### config.mk
export PLATFORM = sky130hd
export DESIGN_NAME = pwm_capture
export DESIGN_NICKNAME = d
export VERILOG_FILES = /design/src/rtl/pwm_pkg.sv /design/src/rtl/pwm_cap_sync_filter.sv /design/src/rtl/pwm_capture.sv
export SDC_FILE = /design/constraint.sdc
export NUM_CORES = 1
export LEC_CHECK = 0
export ABC_AREA = 1
export CORE_MARGIN = 10
export CORE_UTILIZATION = 59
export DETAILED_ROUTE_END_ITERATION = 10
export PLACE_DENSITY_LB_ADDON = 0.08
export SLEW_MARGIN = 20
export SYNTH_ARGS = -nofsm -noshare
export SYNTH_HDL_FRONTEND = slang
export SYNTH_HIERARCHICAL = 1
export SYNTH_SLANG_ARGS = --single-unit
### constraint.sdc
create_clock -name clk_psc_i -period 3.91 [get_ports clk_psc_i]
set_clock_uncertainty 0.1 [all_clocks]
set_input_delay 0.391 -clock clk_psc_i [delete_from_list [all_inputs] [get_ports clk_psc_i]]
set_output_delay 0.391 -clock clk_psc_i [all_outputs]
set_load 0.1 [all_outputs]
### src/rtl/pwm_pkg.sv
// Shared definitions for the PWM capture channel: FSM state encoding and
// the counter saturation value as a function of counter width.
package pwm_pkg;

    typedef enum logic [1:0] {
        ST_IDLE = 2'd0,
        ST_ARM  = 2'd1,
        ST_HIGH = 2'd2,
        ST_LOW  = 2'd3
    } cap_state_t;

    // All-ones value of a width-bit counter (truncated by the caller).
    function automatic logic [63:0] cnt_max(input int unsigned width);
        if (width >= 64)
            cnt_max = '1;
        else
            cnt_max = (64'd1 << width) - 64'd1;
    endfunction

endpackage

### src/rtl/pwm_cap_sync_filter.sv
// Input conditioning for pwm_capture: 2-FF synchronizer, polarity inversion,
// optional glitch filter (PWM_CAP_FILTER_EN) and rise/fall edge detection.
module pwm_cap_sync_filter #(
    parameter int unsigned FILT_LEN = 4
) (
    input  logic clk_psc_i,
    input  logic rst_n_i,
    input  logic pwm_i,
    input  logic pol_i,
    output logic rise_o,
    output logic fall_o
);

    if (FILT_LEN == 0) begin : g_bad_filt_len
        $error("pwm_cap_sync_filter: FILT_LEN must be at least 1");
    end

    logic [1:0] sync_q;
    logic       lvl;
    logic       s_q;
    logic       p_q;

    always_ff @(posedge clk_psc_i or negedge rst_n_i) begin
        if (!rst_n_i)
            sync_q <= '0;
        else
            sync_q <= {sync_q[0], pwm_i};
    end

    assign lvl = sync_q[1] ^ pol_i;

`ifdef PWM_CAP_FILTER_EN
    localparam int unsigned FW = $clog2(FILT_LEN + 1);
    localparam logic [FW-1:0] FLT_LAST = FW'(FILT_LEN - 1);

    logic          lvl_q;
    logic [FW-1:0] flt_cnt;

    // lvl_q is the filter input so a change must persist FILT_LEN samples
    // before s_q follows, adding exactly FILT_LEN cycles of edge latency.
    always_ff @(posedge clk_psc_i or negedge rst_n_i) begin
        if (!rst_n_i) begin
            lvl_q   <= 1'b0;
            s_q     <= 1'b0;
            flt_cnt <= '0;
        end else begin
            lvl_q <= lvl;
            if (lvl_q == s_q) begin
                flt_cnt <= '0;
            end else if (flt_cnt == FLT_LAST) begin
                s_q     <= lvl_q;
                flt_cnt <= '0;
            end else begin
                flt_cnt <= flt_cnt + 1'b1;
            end
        end
    end
`else
    always_ff @(posedge clk_psc_i or negedge rst_n_i) begin
        if (!rst_n_i)
            s_q <= 1'b0;
        else
            s_q <= lvl;
    end
`endif

    always_ff @(posedge clk_psc_i or negedge rst_n_i) begin
        if (!rst_n_i)
            p_q <= 1'b0;
        else
            p_q <= s_q;
    end

    assign rise_o = s_q & ~p_q;
    assign fall_o = ~s_q & p_q;

endmodule

### src/rtl/pwm_capture.sv
// PWM input-capture channel: measures period and active time of pwm_i in
// clk_psc_i cycles. Glitch filter selected by PWM_CAP_FILTER_EN.
module pwm_capture
    import pwm_pkg::*;
#(
    parameter int unsigned WIDTH    = 16,
    parameter int unsigned FILT_LEN = 4
) (
    input  logic             clk_psc_i,
    input  logic             rst_n_i,
    input  logic             en_i,
    input  logic             pol_i,
    input  logic             pwm_i,
    output logic [WIDTH-1:0] period_o,
    output logic [WIDTH-1:0] high_o,
    output logic             valid_o,
    output logic             busy_o,
    output logic             ovf_o
);

    localparam logic [WIDTH-1:0] CNT_MAX = WIDTH'(cnt_max(WIDTH));

    cap_state_t       state_q;
    cap_state_t       state_d;
    logic             en_q;
    logic             pol_q;
    logic             rise;
    logic             fall;
    logic [WIDTH-1:0] cnt_q;
    logic [WIDTH-1:0] high_q;
    logic             ld_high;
    logic             ld_out;
    logic             set_ovf;

    // Polarity is sampled only on the enabling edge of en_i.
    always_ff @(posedge clk_psc_i or negedge rst_n_i) begin
        if (!rst_n_i) begin
            en_q  <= 1'b0;
            pol_q <= 1'b0;
        end else begin
            en_q <= en_i;
            if (en_i && !en_q)
                pol_q <= pol_i;
        end
    end

    pwm_cap_sync_filter #(
        .FILT_LEN (FILT_LEN)
    ) u_sync_filter (
        .clk_psc_i (clk_psc_i),
        .rst_n_i   (rst_n_i),
        .pwm_i     (pwm_i),
        .pol_i     (pol_q),
        .rise_o    (rise),
        .fall_o    (fall)
    );

    always_ff @(posedge clk_psc_i or negedge rst_n_i) begin
        if (!rst_n_i)
            state_q <= ST_IDLE;
        else
            state_q <= state_d;
    end

    // An edge seen in the saturating cycle wins over the overflow.
    always_comb begin
        state_d = state_q;
        ld_high = 1'b0;
        ld_out  = 1'b0;
        set_ovf = 1'b0;
        if (!en_i) begin
            state_d = ST_IDLE;
        end else begin
            case (state_q)
                ST_IDLE: state_d = ST_ARM;
                ST_ARM: begin
                    if (rise)
                        state_d = ST_HIGH;
                end
                ST_HIGH: begin
                    if (fall) begin
                        ld_high = 1'b1;
                        state_d = ST_LOW;
                    end else if (cnt_q == CNT_MAX) begin
                        set_ovf = 1'b1;
                        state_d = ST_ARM;
                    end
                end
                ST_LOW: begin
                    if (rise) begin
                        ld_out  = 1'b1;
                        state_d = ST_HIGH;
                    end else if (cnt_q == CNT_MAX) begin
                        set_ovf = 1'b1;
                        state_d = ST_ARM;
                    end
                end
                default: state_d = ST_IDLE;
            endcase
        end
    end

    always_ff @(posedge clk_psc_i or negedge rst_n_i) begin
        if (!rst_n_i)
            cnt_q <= '0;
        else if (!en_i || state_q == ST_IDLE)
            cnt_q <= '0;
        else if (rise)
            cnt_q <= WIDTH'(1);
        else if (cnt_q != CNT_MAX)
            cnt_q <= cnt_q + 1'b1;
    end

    always_ff @(posedge clk_psc_i or negedge rst_n_i) begin
        if (!rst_n_i)
            high_q <= '0;
        else if (!en_i)
            high_q <= '0;
        else if (ld_high)
            high_q <= cnt_q;
    end

    always_ff @(posedge clk_psc_i or negedge rst_n_i) begin
        if (!rst_n_i) begin
            period_o <= '0;
            high_o   <= '0;
            valid_o  <= 1'b0;
            ovf_o    <= 1'b0;
        end else begin
            valid_o <= ld_out;
            if (ld_out) begin
                period_o <= cnt_q;
                high_o   <= high_q;
            end
            if (!en_i)
                ovf_o <= 1'b0;
            else if (set_ovf)
                ovf_o <= 1'b1;
        end
    end

    assign busy_o = (state_q == ST_HIGH) || (state_q == ST_LOW);

endmodule

Figure 1. Layout detail.
Bar = 20 µm. Region (0, 0) to (50, 50) µm. Cells in grey, sequential cells in the stronger grey; small squares are vias.
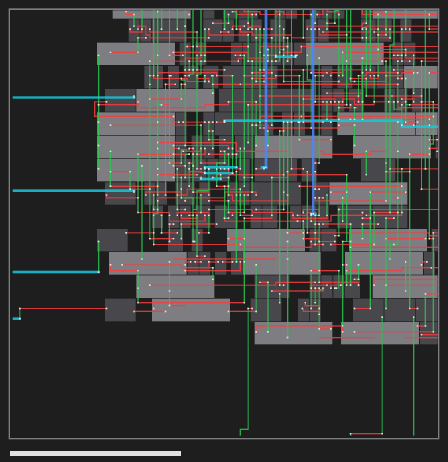
legend:
  met2:
    colour: green
  met4:
    colour: blue
  met1:
    colour: red
  met3:
    colour: cyan
netlist names of flops here include: cnt_q (4), high_q (3), high_o (2)
sequential cells in the window: 20
cells with their middle in the window: 124
most frequent: nand2_1 (26), dfrtp_1 (20), inv_1 (15)

Figure 2. Routed metal per tile.
Bar = 20 µm. 19 x 19 tiles, from black (low) to pale yellow (high), scaled to the fullest tile. Values are wire area over tile area, all layers added.
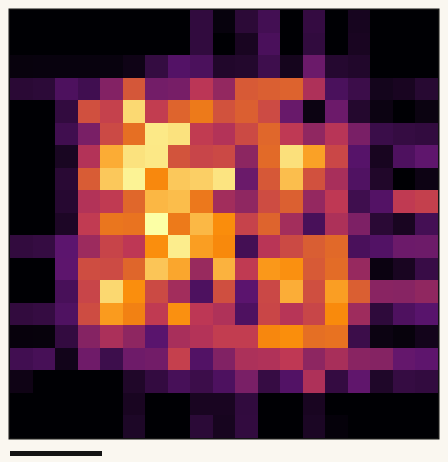
densest ninth of the die: middle
fullest tile: 0.42
emptiest ninth of the die: top right
nearly empty tiles: 23%
Total Routing Usage GR: 16.9%
wire per inst: 15.0 µm
total number of vias: 2421
drt total wl: 6.83 mm

==> deck_impl_summary.md <==
Flow Results at a Glance

Floorplan
  • Initial Utilization: 60.9%
  • Die H: 92.6 µm
  • Num ports: 40
  • Die Wd: roughly 90 µm
  • Die area: between 0.008 and 0.009 mm²

Yosys
  • Mapped Nets: between 300 and 400
  • # Cells Yosys: 340
  • Synth warn: 6
  • Yosys chip area: 0.00311 mm²
  • Area share, top type: 59.6%
  • Synth area leader: dfrtp_1
  • Synth Seq Share: 59.6%
  • Yosys reg bits: 74
  • Unique cell types: 28
  • Cell count after synthesis: 340
  • Top cells, area: dfrtp_1 (60%), nor2_1 (6.8%), a21oi_1 (6.0%), nand2_1 (5.7%), inv_1 (5.6%)

Placed design
  • DP HPWL: 4.83 mm
  • Dpl cells: 440
  • Port Buffer Count: 39
  • Gp weighted congestion: 0.856
  • Placed instance area: 0.00355 mm²

Clock network
  • Clock Path Buffers: 2
  • Root Buffer Master: clkbuf_8
  • CTS clk-pin slew, worst paths: 80 ps
  • Total CTS buffers: 9
  • Post-CTS Setup Repair Bufs: 0
  • CTS tree: built
  • Post-cts hold buffer count: 0
  • CTS Sinks: 74
  • Number of H-tree levels: 3
  • Post_cts resized: 0

Worst setup path
  • Crit path DRT: 3420 ps
  • CP max stage delay: between 1000 and 1500 ps
  • Critical-path cell list: clkdlybuf4s50_1
  • CP top delay family: buffers and inverters
  • Buf+Inv Stages, Crit Path: 1
  • Worst Path Max Fanout: 5
  • Worst setup SP type: register
  • Arr. time, crit path: 1930 ps
  • Slowest stage cell, crit path: clkdlybuf4s50_1

Layout
  • Finished Core Util: 75.1%
  • Layout Nets: 387
  • Ant. Diodes: 0
  • Share of layout cells above drive strength 1: 8.29%
  • Syn-to-layout area delta: 23.5%
  • Fill count: 378

Global routing
  • First-pass GRT wire length: 11.7 mm
  • Initial antenna violation count: 0
  • Grt ovf: 0
  • Vias in the first global route: ~2400
  • Largest net degree at the start of global routing: 43

STA
  • Period utilization: between 60% and 70%
  • Slew Viols, Final: 0
  • RSZ-0062 raised after global routing: false
  • Minimum clock period: approximately 2400 ps
  • Maximum operating frequency: 413 MHz
  • WHS: -3.63 ps
  • Final setup TNS: 0 ps
  • Final hold vios: 9
  • Setup ws final: 1490 ps
  • Final setup vio count: 0
  • Max transition margin: roughly 33%

Job
  • Tally of OpenROAD warnings: 26

Routing
  • Number of DRC markers in iteration 0: between 100 and 150
  • Detailed-route DRC error count: 0
  • DR vias/cell: 5.31

Outcome
  • Status: finished, violations left
  • Failing checks: hold timing
Figure 3. Cells coloured by class.
Fill, decap, tap and diode cells in grey.
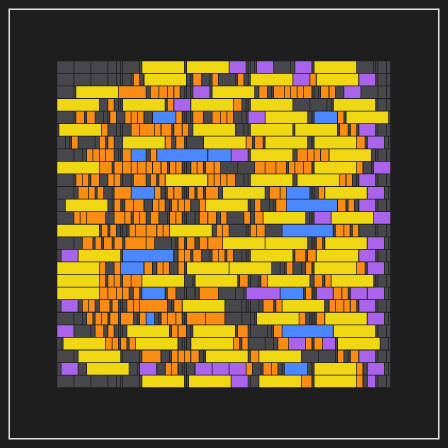
legend:
  other buffers and delay cells:
    colour: purple
    cells: 41
    share_of_their_area: 11%
  clock drivers and dummy loads:
    colour: blue
    cells: 16
    share_of_their_area: 7.7%
  all other logic:
    colour: orange
    cells: 255
    share_of_their_area: 32%
  flip-flops:
    colour: yellow
    cells: 74
    share_of_their_area: 49%
Seq area share: 48.3%
Post-Layout Inst Area: 0.00384 mm²
Row Count: 26

Figure 4. Placed standard cells.
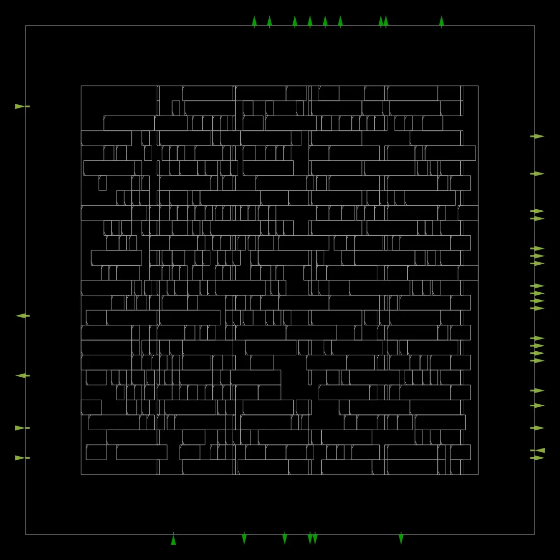
area of the core: 0.00511 mm²
Non-Filler Instances: 456
num tapcells: 70

## synth_stat cells (all sizes together)
cell	number
nand3	17
nor2	58
nor3b	1
buf	8
mux2	4
inv	49
nor3	6
o22ai	13
clkbuf	3
a22oi	2
a41oi	1
and2	1
nand4	6
a2bb2oi	1
a21oi	37
ha	1
dfrtp	74
nand2	48
nand3b	1
o21ai	9
## cell type report
type                            instances  area [µm²]  share of cell area, %
Tap cell                               70        87.6                   2.28
Clock inverter                          7         164                   4.27
Timing Repair Buffer                   41         413                   10.8
Inverter                               49         184                   4.79
Multi-Input combinational cell        206        1010                   26.4
Sequential cell                        74        1850                   48.3
Clock buffer                            9         124                   3.23
## layout by cell type (no fill, tap or decap), drive strengths merged, types with 9 or more instances in the layout
master	Yosys	routed
clkdlybuf4s50	0	38
nor2	58	58
clkbuf	3	9
o22ai	13	13
nand3	17	17
o21ai	9	9
inv	49	50
a21oi	37	37
dfrtp	74	74
nand2	48	48
## sequential cells by signal (all words and copies together) (netlist names), 2 cells and up
| signal | count |
|---|---|
| u_sync_filter/sync_q | 2 |
| state_q | 2 |
| high_o | 16 |
| period_o | 16 |
| cnt_q | 16 |
| high_q | 16 |
## path summary, 6_finish.rpt
kind | from | endpoint | slack, ps | cells after the start
setup reg to reg | u_sync_filter/s_q | high_o[3] | 1700 | 7
hold reg to reg | u_sync_filter/sync_q[0] | u_sync_filter/sync_q[1] | 260 | 0
setup / recovery | state_q[1] | busy_o | 1490 | 1
hold / removal | rst_n_i | high_q[0] | -4 | 1
min in group clk_psc_i | u_sync_filter/sync_q[0] | u_sync_filter/sync_q[1] | 260 | 0
max in group asynchronous | rst_n_i | high_o[5] | 2740 | 2
## metal layers
layer	part of all wire (%)	global-route usage [%]	vias up
met5	0	0	-
met4	1.6	7.84	0
met3	6.0	4.60	12
met2	47	26.5	67
met1	46	21.5	1160
li1	-	-	1182
## kinds of logic after synthesis
| logic type | after synthesis | synth area share, % |
|---|---|---|
| compound gates | 63 | 11.1 |
| mux | 4 | 1.45 |
| flops | 74 | 59.6 |
| fa+ha+maj | 1 | 0.403 |
| simple gates | 138 | 19.7 |
| buf+inv | 60 | 7.81 |
